==> run_1/layer_met2.png <==
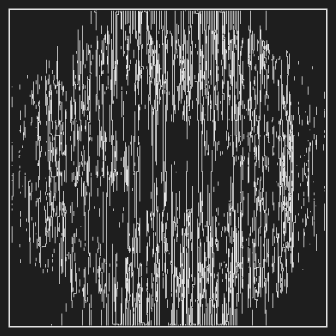
==> run_1/layer_met1.png <==
Scale bar: 50 um.
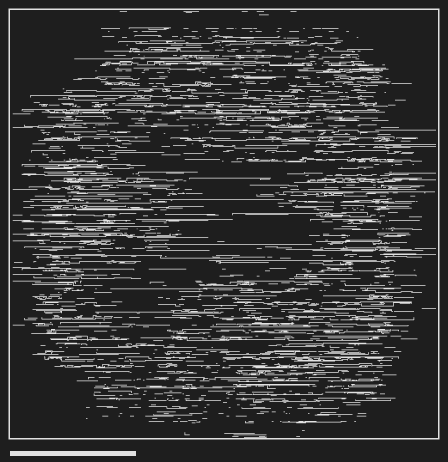
==> run_1/metal_density.png <==
Scale bar: 50 um. 34 x 34 tiles, from black (low) to pale yellow (high), scaled to the fullest tile. Values are wire area over tile area, all layers added.
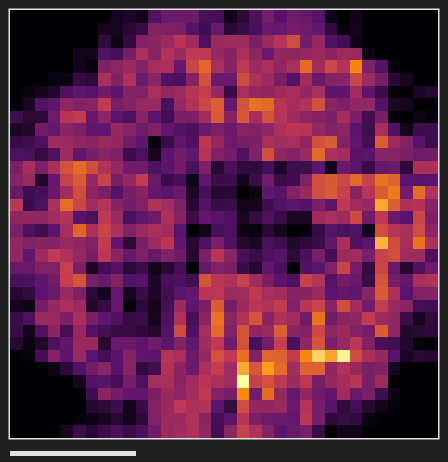
### config.mk
export PLATFORM = sky130hd
export DESIGN_NAME = alu_issue_stage
export DESIGN_NICKNAME = d
export VERILOG_FILES = /design/src/rtl/alu_issue_stage.sv
export SDC_FILE = /design/constraint.sdc
export NUM_CORES = 1
export LEC_CHECK = 0
export ABC_CLOCK_PERIOD_IN_PS = 2350
export CELL_PAD_IN_SITES_DETAIL_PLACEMENT = 1
export CELL_PAD_IN_SITES_GLOBAL_PLACEMENT = 2
export CORE_MARGIN = 4
export CORE_UTILIZATION = 27
export CTS_CLUSTER_SIZE = 10
export DETAILED_ROUTE_END_ITERATION = 16
export PLACE_DENSITY = 0.83
export RECOVER_POWER = 25
export SETUP_SLACK_MARGIN = 0.5
export SYNTH_ARGS = -nofsm -noshare
export SYNTH_HDL_FRONTEND = slang
export SYNTH_SLANG_ARGS = --single-unit
### constraint.sdc
create_clock -name clk -period 2.35 [get_ports clk]
set_input_delay 0.235 -clock clk [delete_from_list [all_inputs] [get_ports clk]]
set_output_delay 0.235 -clock clk [all_outputs]
set_load 0.03 [all_outputs]
### src/rtl/alu_issue_stage.sv
// rtl/alu_issue_stage.sv - registered ALU issue stage with writeback forwarding and two-entry skid buffer
module alu_issue_stage #(
  parameter int XLEN = 32,
  parameter int REGW = 5
) (
  input  logic            clk,
  input  logic            rst_n,
  input  logic            flush,
  input  logic            in_valid,
  output logic            in_ready,
  input  logic [REGW-1:0] in_rs1,
  input  logic [REGW-1:0] in_rs2,
  input  logic [XLEN-1:0] in_rs1_val,
  input  logic [XLEN-1:0] in_rs2_val,
  input  logic [XLEN-1:0] in_imm,
  input  logic            in_use_imm,
  input  logic [2:0]      in_op,
  input  logic            in_is_fp,
  input  logic [REGW-1:0] in_rd,
  input  logic            in_we,
  input  logic            wb_valid,
  input  logic            wb_is_fp,
  input  logic [REGW-1:0] wb_rd,
  input  logic [XLEN-1:0] wb_data,
  output logic            out_valid,
  input  logic            out_ready,
  output logic [XLEN-1:0] alu_A,
  output logic [XLEN-1:0] alu_B,
  output logic [2:0]      alu_Op,
  output logic            alu_is_fp,
  output logic [REGW-1:0] out_rd,
  output logic            out_we
);

  typedef struct packed {
    logic [XLEN-1:0] a;
    logic [XLEN-1:0] b;
    logic [2:0]      op;
    logic            is_fp;
    logic [REGW-1:0] rd;
    logic            we;
  } entry_t;

  typedef enum logic [1:0] {EMPTY = 2'd0, ONE = 2'd1, TWO = 2'd2} state_t;

  state_t state_q, state_d;
  entry_t main_q, main_d, skid_q, skid_d, new_entry;
  logic   in_ready_q, in_ready_d;
  logic   accept, transfer, fwd_rs1, fwd_rs2;

  assign accept   = in_valid & in_ready_q;
  assign transfer = (state_q != EMPTY) & out_ready;

  // Integer x0 is hard-wired zero, so it never takes a forwarded value.
  always_comb begin
    fwd_rs1 = wb_valid && (wb_rd == in_rs1) && (wb_is_fp == in_is_fp) &&
              (in_is_fp || (in_rs1 != '0));
    fwd_rs2 = wb_valid && (wb_rd == in_rs2) && (wb_is_fp == in_is_fp) &&
              (in_is_fp || (in_rs2 != '0));
    new_entry.a     = fwd_rs1 ? wb_data : in_rs1_val;
    new_entry.b     = in_use_imm ? in_imm : (fwd_rs2 ? wb_data : in_rs2_val);
    new_entry.op    = in_op;
    new_entry.is_fp = in_is_fp;
    new_entry.rd    = in_rd;
    new_entry.we    = in_we;
  end

  always_comb begin
    state_d = state_q;
    main_d  = main_q;
    skid_d  = skid_q;
    case (state_q)
      EMPTY: begin
        if (accept) begin
          state_d = ONE;
          main_d  = new_entry;
        end
      end
      ONE: begin
        if (accept && transfer) begin
          main_d = new_entry;
        end else if (accept) begin
          skid_d  = new_entry;
          state_d = TWO;
        end else if (transfer) begin
          state_d = EMPTY;
        end
      end
      TWO: begin
        if (transfer) begin
          main_d  = skid_q;
          state_d = ONE;
        end
      end
      default: state_d = EMPTY;
    endcase
    // Flush drops the valids only; data registers keep their stale contents.
    if (flush) begin
      state_d = EMPTY;
      main_d  = main_q;
      skid_d  = skid_q;
    end
    in_ready_d = (state_d != TWO);
  end

  always_ff @(posedge clk or negedge rst_n) begin
    if (!rst_n) begin
      state_q    <= EMPTY;
      main_q     <= '0;
      skid_q     <= '0;
      in_ready_q <= 1'b1;
    end else begin
      state_q    <= state_d;
      main_q     <= main_d;
      skid_q     <= skid_d;
      in_ready_q <= in_ready_d;
    end
  end

  assign in_ready  = in_ready_q;
  assign out_valid = (state_q != EMPTY);
  assign alu_A     = main_q.a;
  assign alu_B     = main_q.b;
  assign alu_Op    = main_q.op;
  assign alu_is_fp = main_q.is_fp;
  assign out_rd    = main_q.rd;
  assign out_we    = main_q.we;

endmodule

==> impl_metrics.csv, run 1 <==
group,metric,value,unit
status,result_of_the_run,"finished, final reports clean",
worst_setup_path,critical_path.max_fanout,8,
cells_and_area,fillerInstances,2806,
synthesis,yosys.stat.seqShare,53.7,%
cells_and_area,fin_util,45.0,%
clock_network,ctsHtreeMaxLevel,4,
timing,rsz_0062_raised_after_global_routing,"true",
pwr,sequentialPower,3.58,mW
floorplan,starting_density_of_the_core,27.7,%
synthesis,mean_instance_size_in_the_synthesized_netlist,9.55,um^2
clock_network,cts_tree,"yes",
synthesis,synth-edff-count,0,
pwr,netSwitchingPower,3.01,mW
worst_setup_path,r2r_slack,0.55,ns
drt,highest_layer,"met4",
floorplan,chip_area,0.0287,mm^2
placement,gp_congestion,0.753,
worst_setup_path,worstPathCellList,"clkdlybuf4s50_1, nand4_1, or4_4, buf_12, buf_16, o221ai_2, o22ai_1",
synthesis,synth_top_cell_by_count,"dfrtp_1",
synthesis,share_of_async_settable_or_async_resettable_flops_after_synthesis,100,%
synthesis,ys_types,42,
synthesis,topCellsByArea,"dfrtp_1, nand2_1, o22ai_1",
clock_network,cts_setup_buffers,9,
worst_setup_path,crit_buf_inv,3,
cells_and_area,largest_class,"registers",
timing,timing.setup.tns,0,ns
pwr,power_per_cell_area,783,mW/mm^2
cells_and_area,buffer_share_of_cell_area,27.3,%
worst_setup_path,critPathMaxStageDelay,0.62,ns
cells_and_area,area_share_clock_buf_inv,5.16,%
placement,placed_cells_incl_taps,1284,
placement,dp_hpwl,18.7,mm
cells_and_area,mostFrequentLayoutCell,"clkdlybuf4s50_1",
floorplan,coreArea,0.0254,mm^2
worst_setup_path,reg2reg_depth,6,
timing,final.min_clock_period,1.82,ns
clock_network,cts_num_sinks,151,
clock_network,ctsResizeCount,80,
synthesis,ys.warnings.count,0,
worst_setup_path,crit_slowest_cell,"or4_4",
drt,detail_route.drc_violations,0,
-- layer_met2.png (at the start) --
- main direction: vertical
- wire length on this layer: 14400 um
- nets with wire on the layer: 1011

-- layer_met1.png (at the start) --
- nets with wire on the layer: 1037
- longest straight run: 66.2 um
- share of all routed wire: 44%
fraction of met1 tracks used by global routing: 26.3%
Routed Wire Length: 28.6 mm
total vias in the final route: 6733

-- metal_density.png (at the start) --
- mean over tiles: 0.15
- nearly empty tiles: 12%
- tiles over half the peak: 11%

==> run_1/congestion.png <==
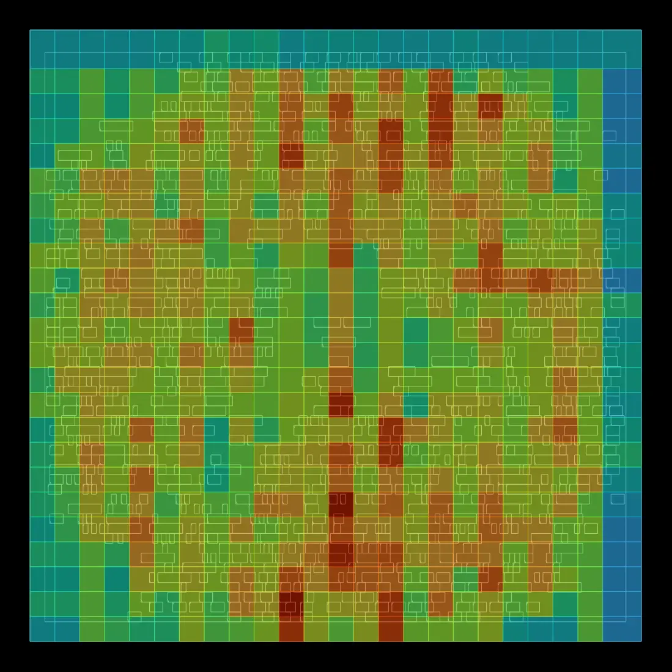

==> run 2, diff against run 1 <==
--- a/config.mk
+++ b/config.mk
@@ -5,7 +5,7 @@
 export SDC_FILE = /design/constraint.sdc
 export NUM_CORES = 1
 export LEC_CHECK = 0
-export ABC_CLOCK_PERIOD_IN_PS = 2350
+export ABC_CLOCK_PERIOD_IN_PS = 1850
 export CELL_PAD_IN_SITES_DETAIL_PLACEMENT = 1
 export CELL_PAD_IN_SITES_GLOBAL_PLACEMENT = 2
 export CORE_MARGIN = 4
==> constraint.sdc (replaced) <==
create_clock -name clk -period 1.85 [get_ports clk]
set_input_delay 0.185 -clock clk [delete_from_list [all_inputs] [get_ports clk]]
set_output_delay 0.185 -clock clk [all_outputs]
set_load 0.03 [all_outputs]
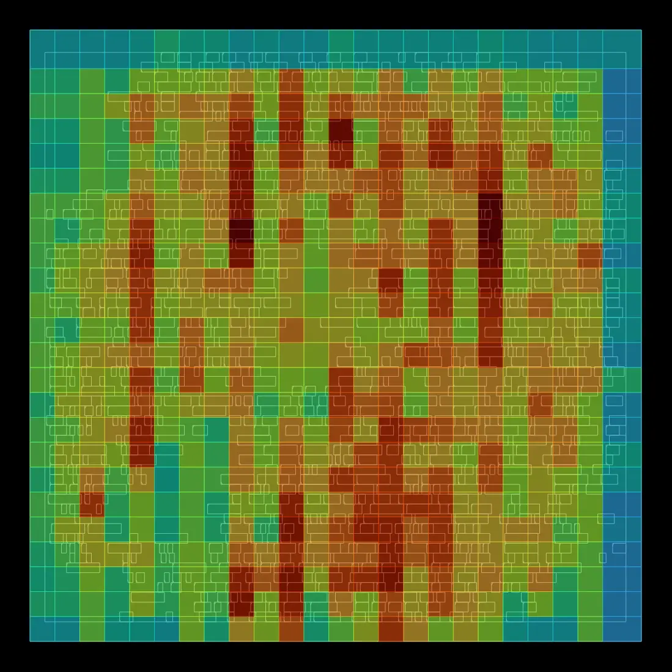
(run_2/congestion.png)
GRT Max-Usage Layer: met2
GRT Total Usage: 22.8%
DR WL/cell: 25.6 um
fraction of met1 tracks used by global routing: 29.7%
global routing usage on met2: 38.5%

==> run 2 against run 1 <==
  * Cell count grew 4.6%
  * Wire length rose by 25%
  * Register-to-register slack got worse by 0.53 ns
==> impl_metrics.csv, run 2 <==
group,metric,value,unit
status,result_of_the_run,"finished, final reports clean",
floorplan,coreArea,0.0254,mm^2
drt,highest_layer,"met4",
synthesis,synth_top_cell_by_count,"dfrtp_1",
placement,dp_hpwl,19.5,mm
synthesis,topCellsByArea,"dfrtp_1, nand2_1, o22ai_1",
cells_and_area,area_share_clock_buf_inv,4.10,%
clock_network,cts_num_sinks,151,
cells_and_area,fin_util,52.5,%
cells_and_area,largest_class,"multi-input combinational cells",
pwr,sequentialPower,4.75,mW
floorplan,chip_area,0.0287,mm^2
cells_and_area,fillerInstances,2652,
worst_setup_path,r2r_slack,0.02,ns
pwr,power_per_cell_area,902,mW/mm^2
synthesis,yosys.stat.seqShare,53.7,%
placement,gp_congestion,0.777,
clock_network,cts_tree,"yes",
worst_setup_path,critPathMaxStageDelay,0.55,ns
worst_setup_path,crit_buf_inv,2,
clock_network,ctsHtreeMaxLevel,4,
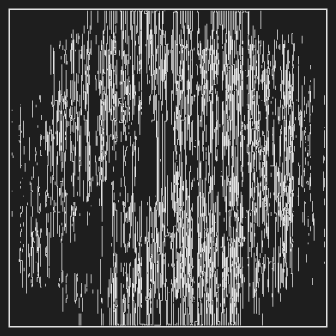
(run_2/layer_met2.png)
Routed Wire Length: 35.8 mm
total vias in the final route: 7372

==> run_2/cell_density.png <==
Scale bar: 50 um. 17 x 17 tiles, from black (low) to pale yellow (high), 0 to 100% covered.
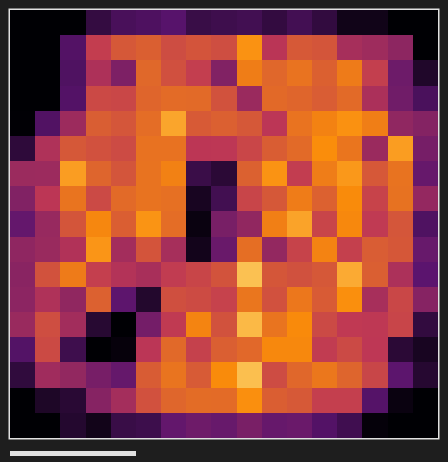

==> run 3, diff against run 2 <==
--- a/config.mk
+++ b/config.mk
@@ -13,7 +13,7 @@
 export CTS_CLUSTER_SIZE = 10
 export DETAILED_ROUTE_END_ITERATION = 16
 export PLACE_DENSITY = 0.83
-export RECOVER_POWER = 25
+export RECOVER_POWER = 100
 export SETUP_SLACK_MARGIN = 0.5
 export SYNTH_ARGS = -nofsm -noshare
 export SYNTH_HDL_FRONTEND = slang
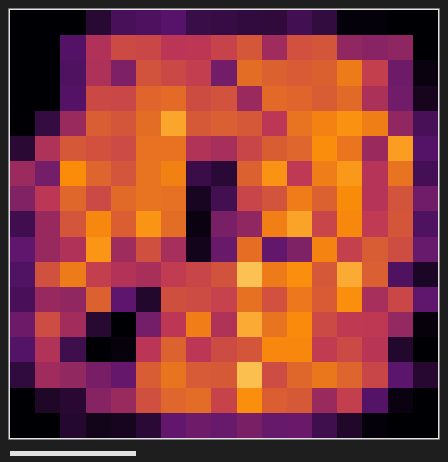
(run_3/cell_density.png)
Scale bar: 50 um. 17 x 17 tiles, from black (low) to pale yellow (high), 0 to 100% covered.
- mean over tiles: 43%
- nearly empty tiles: 9.3%
- emptiest ninth of the die: lower left
Core Footprint: 0.0254 mm^2
Final Util: 50.4%
starting density of the core: 27.7%

==> run 3 against run 2 <==
  * Die size unchanged
  * Highest routed layer unchanged
  * Via count increased by 0.47%
  * Fmax decreased by 0.75%
  * Wire length increased by 0.27%
  * Utilization decreased by 2.1 points
  * Sequential power about the same
  * Combinational power decreased by 7.4%
  * Clock power about the same
==> impl_metrics.csv, run 3 <==
group,metric,value,unit
placement,placed_cells_incl_taps,1292,
pwr,sequentialPower,4.76,mW
drt,highest_layer,"met4",
global_routing,gr-usage-met2,38.5,%
global_routing,global_route.peak_usage_layer,"met2",
cells_and_area,fillerInstances,2713,
clock_network,ctsResizeCount,159,
synthesis,yosys.stat.seqShare,53.7,%
placement,dp_hpwl,19.5,mm
worst_setup_path,worstPathCellList,"nand2_4, nor3_4, buf_4, o21ba_4, clkbuf_16, nor2_1, o22ai_1",
synthesis,share_of_async_settable_or_async_resettable_flops_after_synthesis,100,%
global_routing,grt_total_usage,22.8,%
drt,detail_route.drc_violations,0,
synthesis,mean_instance_size_in_the_synthesized_netlist,9.55,um^2
worst_setup_path,reg2reg_depth,7,
pwr,power_per_cell_area,918,mW/mm^2
clock_network,cts_tree,"yes",
cells_and_area,buffer_share_of_cell_area,29.0,%
global_routing,grtUsageMet1,29.7,%
status,result_of_the_run,"finished, final reports clean",
synthesis,synth-edff-count,0,
pwr,netSwitchingPower,4.35,mW
timing,timing.setup.tns,0,ns
cells_and_area,mostFrequentLayoutCell,"dfrtp_1",
worst_setup_path,critPathMaxStageDelay,0.55,ns
synthesis,topCellsByArea,"dfrtp_1, nand2_1, o22ai_1",
synthesis,ys.warnings.count,0,
clock_network,ctsHtreeMaxLevel,4,
worst_setup_path,crit_slowest_cell,"dfstp_2",
worst_setup_path,critical_path.max_fanout,16,
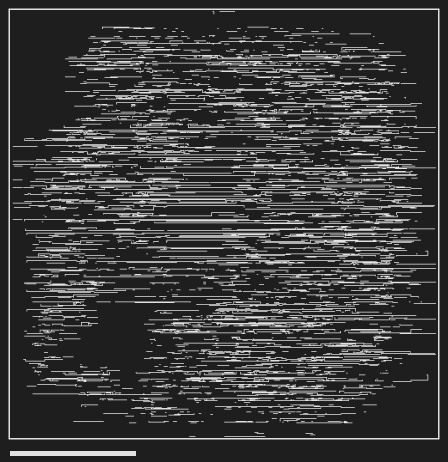
(run_3/layer_met1.png)
Scale bar: 50 um.
- share of all routed wire: 42%
- wire length on this layer: 15200 um
- nets with wire on the layer: 1090
total vias in the final route: 7407
Routed Wire Length: 35.9 mm

Power figures rest on the tool's default switching activity, not on a simulated workload.
